run_1/density.png
Drawn at 2 px/µm. The die is cut into 18 by 12 equal tiles; dark blue is low, red is high, 0 to 100% covered.
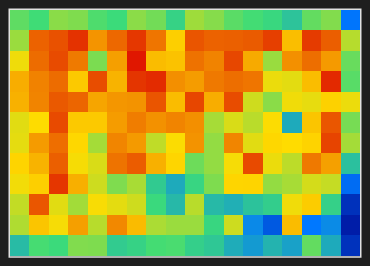
run_1/final_placement.png
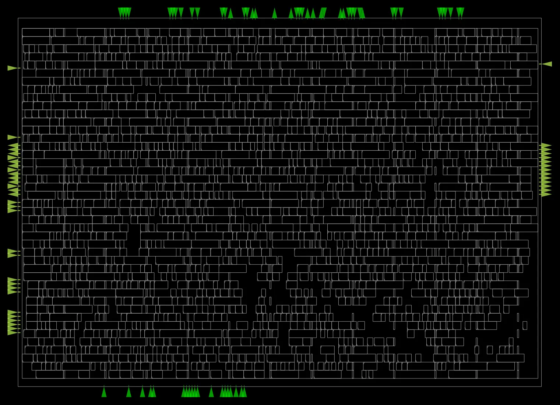
run_1/drive_strength.png
Drawn at 2 px/µm.
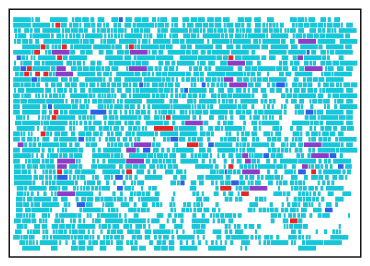
$ cat config.mk
export PLATFORM = sky130hd
export DESIGN_NAME = plab2_proc_int_div_iter
export DESIGN_NICKNAME = d
export VERILOG_FILES = /design/src/rtl/plab2_proc_muldiv_pkg.sv /design/src/rtl/plab2_proc_IntDivIterCtrl.sv /design/src/rtl/plab2_proc_int_div_iter.sv
export SDC_FILE = /design/constraint.sdc
export NUM_CORES = 1
export LEC_CHECK = 0
export CORE_ASPECT_RATIO = 0.7
export CORE_UTILIZATION = 65
export CTS_CLUSTER_DIAMETER = 60
export DETAILED_ROUTE_END_ITERATION = 10
export HOLD_SLACK_MARGIN = 0.02
export PLACE_DENSITY = 0.94
export SLEW_MARGIN = 5
export SYNTH_ARGS = -nofsm -noshare
export SYNTH_HDL_FRONTEND = slang
export SYNTH_SLANG_ARGS = --single-unit
$ cat constraint.sdc
create_clock -name clk -period 8.5 [get_ports clk]
set_input_delay 0.85 -clock clk [delete_from_list [all_inputs] [get_ports clk]]
set_output_delay 0.85 -clock clk [all_outputs]
set_load 0.01 [all_outputs]
$ cat src/rtl/plab2_proc_muldiv_pkg.sv
// Shared definitions for the X-stage multiply/divide units.
// Holds the packed request/response message layout (func, a, b), the
// func-code constants, the iterative divider FSM state type and a small
// conditional-negate helper used for sign fix-up.
package plab2_proc_muldiv_pkg;

  // Message widths
  localparam int unsigned c_req_nbits  = 67;
  localparam int unsigned c_resp_nbits = 32;

  // Request field offsets: func[66:64], a[63:32], b[31:0]
  localparam int unsigned c_func_lsb   = 64;
  localparam int unsigned c_func_nbits = 3;
  localparam int unsigned c_a_lsb      = 32;
  localparam int unsigned c_b_lsb      = 0;
  localparam int unsigned c_data_nbits = 32;

  // Func codes
  localparam logic [2:0] c_func_mul  = 3'd0;
  localparam logic [2:0] c_func_div  = 3'd1;
  localparam logic [2:0] c_func_divu = 3'd2;
  localparam logic [2:0] c_func_rem  = 3'd3;
  localparam logic [2:0] c_func_remu = 3'd4;

  // Iterative divider: 32 iterations, counter runs 0..31
  localparam logic [4:0] c_div_cnt_last = 5'd31;

  typedef enum logic [1:0] {
    StIdle,
    StCalc,
    StDone
  } div_state_t;

  // Two's-complement negate when neg is set, pass through otherwise.
  function automatic logic [31:0] f_cond_neg(input logic [31:0] v, input logic neg);
    return neg ? (~v + 32'd1) : v;
  endfunction

endpackage

$ cat src/rtl/plab2_proc_IntDivIterCtrl.sv
// Control for the iterative divider: IDLE/CALC/DONE FSM plus the
// iteration counter.
// Ports:
//   clk, reset    clock, asynchronous active-high reset
//   i_in_val      request valid
//   o_in_rdy      ready for a request (IDLE only)
//   o_out_val     result valid (DONE only)
//   i_out_rdy     consumer accepts the result
//   o_load        request accepted this cycle: datapath latches operands
//   o_calc        datapath performs one restoring-division step
//   o_last        final step: datapath also latches the fixed-up result
module plab2_proc_IntDivIterCtrl
  import plab2_proc_muldiv_pkg::*;
(
  input  logic clk,
  input  logic reset,
  input  logic i_in_val,
  output logic o_in_rdy,
  output logic o_out_val,
  input  logic i_out_rdy,
  output logic o_load,
  output logic o_calc,
  output logic o_last
);

  div_state_t r_state;
  div_state_t w_state_next;
  logic [4:0] r_cnt;
  logic [4:0] w_cnt_next;

  always_ff @(posedge clk or posedge reset) begin
    if (reset) begin
      r_state <= StIdle;
      r_cnt   <= 5'd0;
    end else begin
      r_state <= w_state_next;
      r_cnt   <= w_cnt_next;
    end
  end

  always_comb begin
    w_state_next = r_state;
    w_cnt_next   = r_cnt;
    o_in_rdy     = 1'b0;
    o_out_val    = 1'b0;
    o_load       = 1'b0;
    o_calc       = 1'b0;
    o_last       = 1'b0;
    unique case (r_state)
      StIdle: begin
        o_in_rdy = 1'b1;
        if (i_in_val) begin
          o_load       = 1'b1;
          w_cnt_next   = 5'd0;
          w_state_next = StCalc;
        end
      end
      StCalc: begin
        o_calc = 1'b1;
        if (r_cnt == c_div_cnt_last) begin
          o_last       = 1'b1;
          w_cnt_next   = 5'd0;
          w_state_next = StDone;
        end else begin
          w_cnt_next = r_cnt + 5'd1;
        end
      end
      StDone: begin
        // No accept here: in_rdy stays independent of out_rdy.
        o_out_val = 1'b1;
        if (i_out_rdy) begin
          w_state_next = StIdle;
        end
      end
      default: begin
        w_state_next = StIdle;
        w_cnt_next   = 5'd0;
      end
    endcase
  end

endmodule

$ cat src/rtl/plab2_proc_int_div_iter.sv
// Iterative 32-bit integer divide/remainder unit (div, divu, rem, remu).
// Fixed latency: 32 restoring-division steps on operand magnitudes, sign
// fix-up on entry to DONE, registered result held until out_rdy.
// Ports:
//   clk, reset  clock, asynchronous active-high reset
//   in_val/in_rdy/in_msg     request handshake; in_msg = {func, a, b}
//   out_val/out_rdy/out_msg  response handshake; out_msg = quotient or remainder
module plab2_proc_int_div_iter
  import plab2_proc_muldiv_pkg::*;
#(
  parameter int unsigned p_nbits = 32
) (
  input  logic                   clk,
  input  logic                   reset,
  input  logic                   in_val,
  output logic                   in_rdy,
  input  logic [c_req_nbits-1:0] in_msg,
  output logic                   out_val,
  input  logic                   out_rdy,
  output logic [p_nbits-1:0]     out_msg
);

  logic w_load;
  logic w_calc;
  logic w_last;

  plab2_proc_IntDivIterCtrl u_ctrl (
    .clk       (clk),
    .reset     (reset),
    .i_in_val  (in_val),
    .o_in_rdy  (in_rdy),
    .o_out_val (out_val),
    .i_out_rdy (out_rdy),
    .o_load    (w_load),
    .o_calc    (w_calc),
    .o_last    (w_last)
  );

  // Request unpack
  logic [c_func_nbits-1:0] w_func;
  logic [c_data_nbits-1:0] w_a;
  logic [c_data_nbits-1:0] w_b;
  logic                    w_signed;
  logic [31:0]             w_a_mag;
  logic [31:0]             w_b_mag;

  assign w_func   = in_msg[c_func_lsb +: c_func_nbits];
  assign w_a      = in_msg[c_a_lsb +: c_data_nbits];
  assign w_b      = in_msg[c_b_lsb +: c_data_nbits];
  assign w_signed = (w_func == c_func_div) || (w_func == c_func_rem);
  assign w_a_mag  = f_cond_neg(w_a, w_signed & w_a[31]);
  assign w_b_mag  = f_cond_neg(w_b, w_signed & w_b[31]);

  // Datapath state
  logic [2:0]              r_func;
  logic [31:0]             r_a_mag;
  logic [31:0]             r_b;
  logic [63:0]             r_rq;     // {remainder, quotient} shift register
  logic                    r_qneg;
  logic                    r_rneg;
  logic                    r_dbz;
  logic [c_resp_nbits-1:0] r_out;

  // One restoring step. Shifted remainder can reach 33 bits, so the trial
  // compare uses the upper 33 bits; a kept difference is always < divisor.
  logic [32:0] w_upper;
  logic        w_fits;
  logic [31:0] w_sub;
  logic [63:0] w_rq_next;

  assign w_upper   = r_rq[63:31];
  assign w_fits    = (w_upper >= {1'b0, r_b});
  assign w_sub     = w_upper[31:0] - r_b;
  assign w_rq_next = w_fits ? {w_sub, r_rq[30:0], 1'b1}
                            : {w_upper[31:0], r_rq[30:0], 1'b0};

  // Sign fix-up and func select, evaluated on the final step
  logic [31:0] w_q;
  logic [31:0] w_r;
  logic [31:0] w_a_orig;
  logic [31:0] w_result;

  always_comb begin
    w_q      = f_cond_neg(w_rq_next[31:0], r_qneg);
    w_r      = f_cond_neg(w_rq_next[63:32], r_rneg);
    // Re-applying the dividend sign to |a| recovers a exactly.
    w_a_orig = f_cond_neg(r_a_mag, r_rneg);
    w_result = '0;
    case (r_func)
      c_func_div,
      c_func_divu: w_result = r_dbz ? 32'hFFFF_FFFF : w_q;
      c_func_rem,
      c_func_remu: w_result = r_dbz ? w_a_orig : w_r;
      c_func_mul:  w_result = '0;
      default:     w_result = '0;
    endcase
  end

  always_ff @(posedge clk or posedge reset) begin
    if (reset) begin
      r_func  <= 3'd0;
      r_a_mag <= 32'd0;
      r_b     <= 32'd0;
      r_rq    <= 64'd0;
      r_qneg  <= 1'b0;
      r_rneg  <= 1'b0;
      r_dbz   <= 1'b0;
      r_out   <= '0;
    end else begin
      if (w_load) begin
        r_func  <= w_func;
        r_a_mag <= w_a_mag;
        r_b     <= w_b_mag;
        r_rq    <= {32'd0, w_a_mag};
        r_qneg  <= w_signed & (w_a[31] ^ w_b[31]);
        r_rneg  <= w_signed & w_a[31];
        r_dbz   <= (w_b == 32'd0);
      end
      if (w_calc) begin
        r_rq <= w_rq_next;
      end
      if (w_last) begin
        r_out <= w_result;
      end
    end
  end

  assign out_msg = r_out;

endmodule

==> flow_summary.toml, run 1 <==
# physical design summary
[run_status]
outcome = "finished clean"

[clock_network]
cts_buffers = 17
htreeDepth = 4
post_cts_resized = 0
clock_path_buffers = 2
clkLatencyLatePin_ns = 0.45
cts_sinks = 173
cts_hold_buf = 0
post_cts_buffers = 0
cts_tree = "done"
clkTransAtPathRegs_ns = 0.07
cts-root-buf = "clkbuf_16"

[worst_setup_path]
crit_fanout = 45
critPathKind = "flip-flop to flip-flop"
reg2reg_slack_ns = 2.86
crit_slowest_cell = "or4_1"
r2r_start = "r_rq[41]$_DFFE_PP0P_"
worstRegToRegCells = 18
critPathRequiredTime_ns = 8.83
cp.arrival_ns = 5.97
end_kind = "flip-flop"
cp_cell_sequence = "ha_1, a21oi_1, o21ai_1, a221o_1, o21ai_1, a21oi_4, inv_2, ha_1, inv_1, or4_1, or3_1, o31ai_2, nand2_1, xor2_1, o211ai_1, o211ai_1, a221oi_1, nand2_1"
max_stage_delay_ns = 0.60

[synthesis]
synth.distinct_cells = 85
synth_cells = 1696
top_logic_kind = "AND-OR/OR-AND gates"
top_cell_area_share = 0.318
syn_area_um2 = 13600
ys_warn_count = 0
yosys-top-cells-area = "dfrtp_1 (32%), o21ai_0 (6.4%), nand2_1 (5.1%), xor2_1 (4.6%), xnor2_1 (4.5%)"
compound_area_frac = 0.275
ys_ff = 173
synth_nets = 1807
mux_share = 0.0258
synth-edff-count = 0
postSynthSeqShare = 0.318
ys_area_um2 = 13600
simple_gate_area_frac = 0.206
xor_area_frac = 0.0906
synth_area_leader_cell = "dfrtp_1"
flop_cell = "dfrtp_1"
ys_cells = 1696
ys_sh_adder = 0.0373
synth.avg_cell_area_um2 = 8.03

[timing]
grt_setup_unrepaired = "false"
fmax_ghz = 0.177
relSlewSlack = 0.252
period_needed_ns = 5.64
finalCritPeriodShare = 0.663
skew_ns = 0.00726
hold_violations = 0
tightest_slew_ns = 1.12
setup_viol = 0
tns_ns = 0
maxSlewViolCount = 0

[global_routing]
grt_max_degree = 100
grt_pass1_vias = 12676
antenna_found_initial = 1
grt_pass1_wl_mm = 69.3
grt_overflow = 0

[hold_path]
worstHoldStart = "r_b[4]$_DFFE_PP0P_"
hold_path_end = "r_b[4]$_DFFE_PP0P_"
hold_path_depth = 2
hold_class = "flip-flop to flip-flop"

[job]
warnings = 26
maxCapViolations = 0

[die]
die_w_um = 175
num_rows = 43
fp.dieH_um = 123
fp-utilization = 0.675
ios = 105
design.die.area_um2 = 21600

[route]
ant_nets = 0
first_pass_iters = 7
drt-initial-drc-count = 2165
wirelength_mm = 44.3
vias = 14219
vias_per_cell = 7.06

[finish]
top_register = "r_rq"
syn_to_final_growth_pct = 11.9
largest_register_ffs = 64
fin_nets = 1841
drive_gt1_frac = 0.0448

[place]
dp_hpwl_mm = 32.3
dp_slack_ns = 3.04
place.gp.congestion = 0.989
port-buffer-count = 104
-- density.png (at the start) --
emptiest ninth of the die: bottom right
tiles over 75% full: 46%
fullest tile: 97%
mean over tiles: 69%

-- final_placement.png (at the start) --
Post-Layout Cell Count: 2,014
core area: 20,200 µm²
flop share of the area: 0.284

-- drive_strength.png (at the start) --
legend:
  blue:
    size: drive 2
    cells: 28
    share: 1.6%
    most_used: mux2_2
  purple:
    size: drive 6 and up
    cells: 26
    share: 1.5%
    most_used: clkbuf_16
  cyan:
    size: drive 1 or less
    cells: 1,665
    share: 96%
    most_used: nand2_1
  red:
    size: drive 3 to 4
    cells: 24
    share: 1.4%
    most_used: buf_4
number of non-clock buffers: 117
worst setup margin: 2.86 ns
cell area after layout: 15,300 µm²

## run 1: final cells by class
class / instances / area (µm²)
tap: 270 / 338
inverter: 59 / 226
timing repair buffer: 117 / 1140
sequential: 173 / 4330
fill: 1499 / 4920
clock inverter: 10 / 78.8
clock buffer: 22 / 484
multi-input combinational: 1362 / 8650
antenna: 1 / 2.50
## run 1: logic make-up after synthesis
logic type | Yosys count
adder cells (fa/ha/maj) | 40
flip-flops | 173
buffers and inverters | 161
AND-OR/OR-AND | 565
multiplexers | 33
AND/OR/NAND/NOR | 583
XOR/XNOR | 141
## run 1: metal layers
metal,vias to the layer above,wire length (µm),track usage
met3,130,5510,0.107
li1,6334,-,-
met1,6788,18900,0.611
met4,0,1200,0.127
met2,967,18700,0.594
met5,-,0,0
## run 1: per-stage QoR
| stage | instances | hold slack, ns | instance area (µm²) | util |
|---|---|---|---|---|
| 2_1_floorplan | 1696 | 0.450 | 13600 | - |
| 3_3_place_gp | 1981 | 0.462 | 14700 | 0.728 |
| 3_5_place_dp | 1981 | 0.470 | 14700 | 0.728 |
| 4_1_cts | 2013 | 0.487 | 15200 | 0.756 |
| 5_1_grt | 2013 | 0.517 | 15200 | 0.756 |
| 6_report | 2014 | 0.481 | 15300 | 0.756 |
## run 1: cell usage after synthesis, drive strengths merged (6+ instances only)
cell type and number:
o21ai 180, a31oi 22, o211ai 36, inv 59, o21a 14, nand2b 16
buf 33, a21o 39, xor2 71, clkbuf 69, dfrtp 173, o31ai 34
ha 39, nand2 186, nor4 19, a41oi 6, o41ai 12, mux2i 25
xnor2 70, and3 13, a21oi 109, nor3 43, nand4 24, mux2 7
or3 40, or4 18, a21boi 6, a211oi 10, and2 14, nor2 128
nand3 58, a221o 29, o221ai 8, a221oi 7, or2 6
## run 1: worst max-delay path, delay by kind of cell (launching register included)
family                   cells  cell delay, ns
AND-OR/OR-AND                9            2.19
adder cells (fa/ha/maj)      2            0.75
XOR/XNOR                     1            0.15
AND/OR/NAND/NOR              4            1.30
buffers and inverters        2            0.67
flip-flops                   1            0.44
## run 1: worst max-delay path by stage
stage,slack [ns],start,end,cells after the start
finish,2.86,r_rq[41]$_DFFE_PP0P_,out_msg[28]$_DFFE_PP0P_,18
global route,2.53,r_rq[41]$_DFFE_PP0P_,out_msg[28]$_DFFE_PP0P_,18
CTS,3.00,r_rq[41]$_DFFE_PP0P_,out_msg[28]$_DFFE_PP0P_,18
detailed placement,3.04,r_rq[41]$_DFFE_PP0P_,out_msg[28]$_DFFE_PP0P_,18
global placement,3.25,r_rq[41]$_DFFE_PP0P_,out_msg[28]$_DFFE_PP0P_,18
floorplan,2.96,reset,out_msg[0]$_DFFE_PP0P_,1
## run 1: placed cells by master, fill, tap and decap left out, drive strengths merged, types with 22 or more instances in the layout
cell type	n
nor3	43
or3	40
o31ai	34
o21ai	180
nand3	58
clkbuf	22
mux2i	25
xor2	71
a221o	29
inv	63
a21o	39
o211ai	36
ha	39
nor2	128
nand4	24
a21oi	109
xnor2	70
clkdlybuf4s50	104
dfrtp	173
nand2	186
a31oi	22
run_1/port_nets.png
Drawn at 2 px/µm.
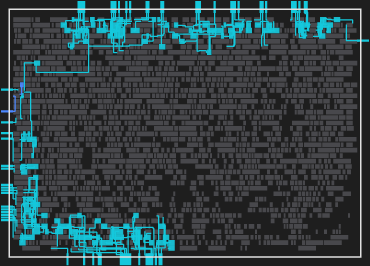

==> run 1 -> run 2 <==
- CORE_UTILIZATION: 65 -> 60
- PLACE_DENSITY: 0.94 -> 0.89
- clock period: 8.5 -> 5.3 ns (I/O delays scaled with it)
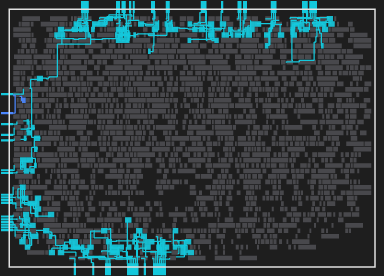
run_2/port_nets.png
Drawn at 2 px/µm.
legend:
  blue:
    port: `out_rdy`
    direction: input
    end_cells: 1
    wire: 15.4 µm
  cyan:
    port: `in_msg`
    direction: input
    end_cells: 143
    wire: 1,830 µm

==> flow_summary.toml, run 2 <==
# physical design summary
[route]
drt-initial-drc-count = 1785
ant_nets = 0
wirelength_mm = 44.2
drc = 0
first_pass_iters = 6
vias = 13979
wl_per_cell_um = 21.7
vias_per_cell = 6.87

[finish]
lay_top_cells = "nand2_1 (186), o21ai_0 (174), dfrtp_1 (173)"
lay_top_count = "nand2_1"
syn_to_final_growth_pct = 13.0
drive_gt1_frac = 0.0502
largest_register_ffs = 64
top_register = "r_rq"
fill_cells = 1809
fin_nets = 1851

[global_routing]
grt_overflow = 0
grt.total_usage = 0.386
grt_pass1_vias = 13042
grtUsageMet1 = 0.544
busiest_layer = "met2"
grt_use_met3 = 0.127
grt_pass1_wl_mm = 70.2
antenna_found_initial = 1
grt_max_degree = 112
met2_usage = 0.570

[clock_network]
post_cts_buffers = 0
clkTransAtPathRegs_ns = 0.07
cts_tree = "done"
clkLatencyLatePin_ns = 0.46
cts_buffers = 17
clock_path_buffers = 2
cts-root-buf = "clkbuf_16"
cts_sinks = 173
htreeDepth = 4

[timing]
period_needed_ns = 5.01
fin_hold_ws_ns = 0.486
hold_violations = 0
setup_viol = 0
tns_ns = 0
relSlewSlack = 0.266
skew_ns = 0.0114
fmax_ghz = 0.200
grt_setup_unrepaired = "false"
finalCritPeriodShare = 0.945
maxSlewViolCount = 0
tightest_slew_ns = 1.10

[job]
warnings = 29
maxCapViolations = 0

[synthesis]
ys_top_cells_by_count = "nand2_1 (186), o21ai_0 (174), dfrtp_1 (173)"
most_common_cell = "nand2_1"
postSynthSeqShare = 0.318
ys_warn_count = 0
top_cell_area_share = 0.318
async_reset_ff_frac = 1.00
flop_cell = "dfrtp_1"
synth.avg_cell_area_um2 = 8.03
synth_cells = 1696
yosys-top-cells-area = "dfrtp_1 (32%), o21ai_0 (6.4%), nand2_1 (5.1%), xor2_1 (4.6%), xnor2_1 (4.5%)"
syn_area_um2 = 13600
synth-edff-count = 0
synth_area_leader_cell = "dfrtp_1"
ys_cells = 1696
ys_ff = 173
synth_nets = 1807
ys_area_um2 = 13600
synth.distinct_cells = 85

[worst_setup_path]
crit_fanout = 9
critPathRequiredTime_ns = 5.64
cp.arrival_ns = 5.34
critPathKind = "flip-flop to flip-flop"
worstSetupStartpointType = "flip-flop"
end_kind = "flip-flop"

[die]
die_w_um = 182
fp-utilization = 0.620
ios = 105
fp.dieH_um = 128
num_rows = 45
core_um2 = 22000
design.die.area_um2 = 23300

[hold_path]
hold_class = "flip-flop to flip-flop"

[place]
dp_hpwl_mm = 32.9
port-buffer-count = 104
place.gp.congestion = 0.987

[run_status]
outcome = "finished clean"
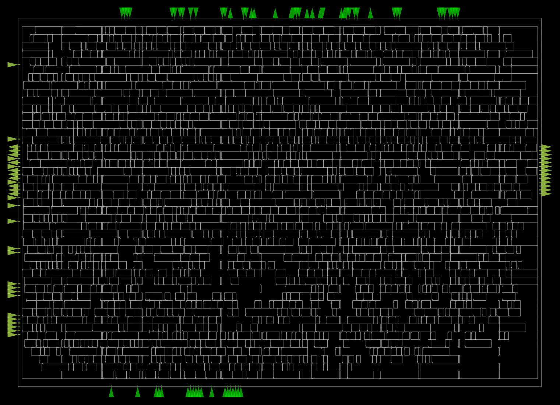
run_2/final_placement.png
flip-flop and latch count: 173
Tap Cells: 282
Final Util: 0.701
Post-Layout Cell Count: 2,035

==> run 2: worst max-delay path: stages, from the launching register on <==
cell	delay, ns
dfrtp_1	0.44
ha_1	0.41
a21oi_1	0.25
o21ai_1	0.21
a221o_1	0.44
o21ai_2	0.23
a21oi_4	0.10
inv_2	0.17
ha_1	0.20
inv_1	0.08
or4_1	0.62
or3_1	0.52
o31ai_2	0.36
nand2_1	0.11
xor2_1	0.15
o211ai_1	0.17
o211ai_1	0.11
a221oi_1	0.23
nand2_1	0.08
==> run 2: layer usage <==
| metal | vias to the layer above | routed length, µm |
|---|---|---|
| met5 | - | 0 |
| met1 | 6699 | 19200 |
| li1 | 6357 | - |
| met3 | 86 | 5520 |
| met4 | 0 | 845 |
| met2 | 837 | 18700 |
==> run 2: path summary, 6_finish.rpt <==
check / slack [ns] / end / depth (start not counted) / start
worst min register to register: 0.49 / r_b[23]$_DFFE_PP0P_ / 2 / r_b[23]$_DFFE_PP0P_
min in group asynchronous: 0.69 / r_b[1]$_DFFE_PP0P_ / 2 / reset
worst max register to register: 0.29 / out_msg[28]$_DFFE_PP0P_ / 18 / r_rq[43]$_DFFE_PP0P_
worst min-delay path: 0.49 / r_b[23]$_DFFE_PP0P_ / 2 / r_b[23]$_DFFE_PP0P_
worst max-delay path: 0.29 / out_msg[28]$_DFFE_PP0P_ / 18 / r_rq[43]$_DFFE_PP0P_
max in group asynchronous: 3.57 / r_rq[57]$_DFFE_PP0P_ / 3 / reset
==> run 2: what timing repair did <==
action	in CTS	in global routing
hold buffers	0	0
endpoints found under the setup margin	0	4
resized	0	2
==> run 2: final cells by class <==
class,count,area [µm²],area share
antenna,1,2.50,0.000163
clock buffer,19,443,0.0288
clock inverter,12,160,0.0104
inverter,59,226,0.0147
multi-input combinational,1362,8660,0.562
sequential,173,4330,0.281
tap,282,353,0.0229
timing repair buffer,127,1230,0.0796
==> run 2: stage by stage <==
step	instance area (µm²)	util	setup WS [ns]	instances
after global placement	14800	0.673	0.440	2003
after global routing	15400	0.701	0.00222	2034
after detailed placement	14800	0.673	0.322	2003
after floorplan	13600	-	0.0815	1696
after CTS	15400	0.701	0.311	2034
final	15400	0.701	0.291	2035
==> run 2: cell families after synthesis <==
group                    share of synthesized area
AND/OR/NAND/NOR                              0.206
AND-OR/OR-AND                                0.275
flip-flops                                   0.318
buffers and inverters                       0.0480
XOR/XNOR                                    0.0906
adder cells (fa/ha/maj)                     0.0373
multiplexers                                0.0258
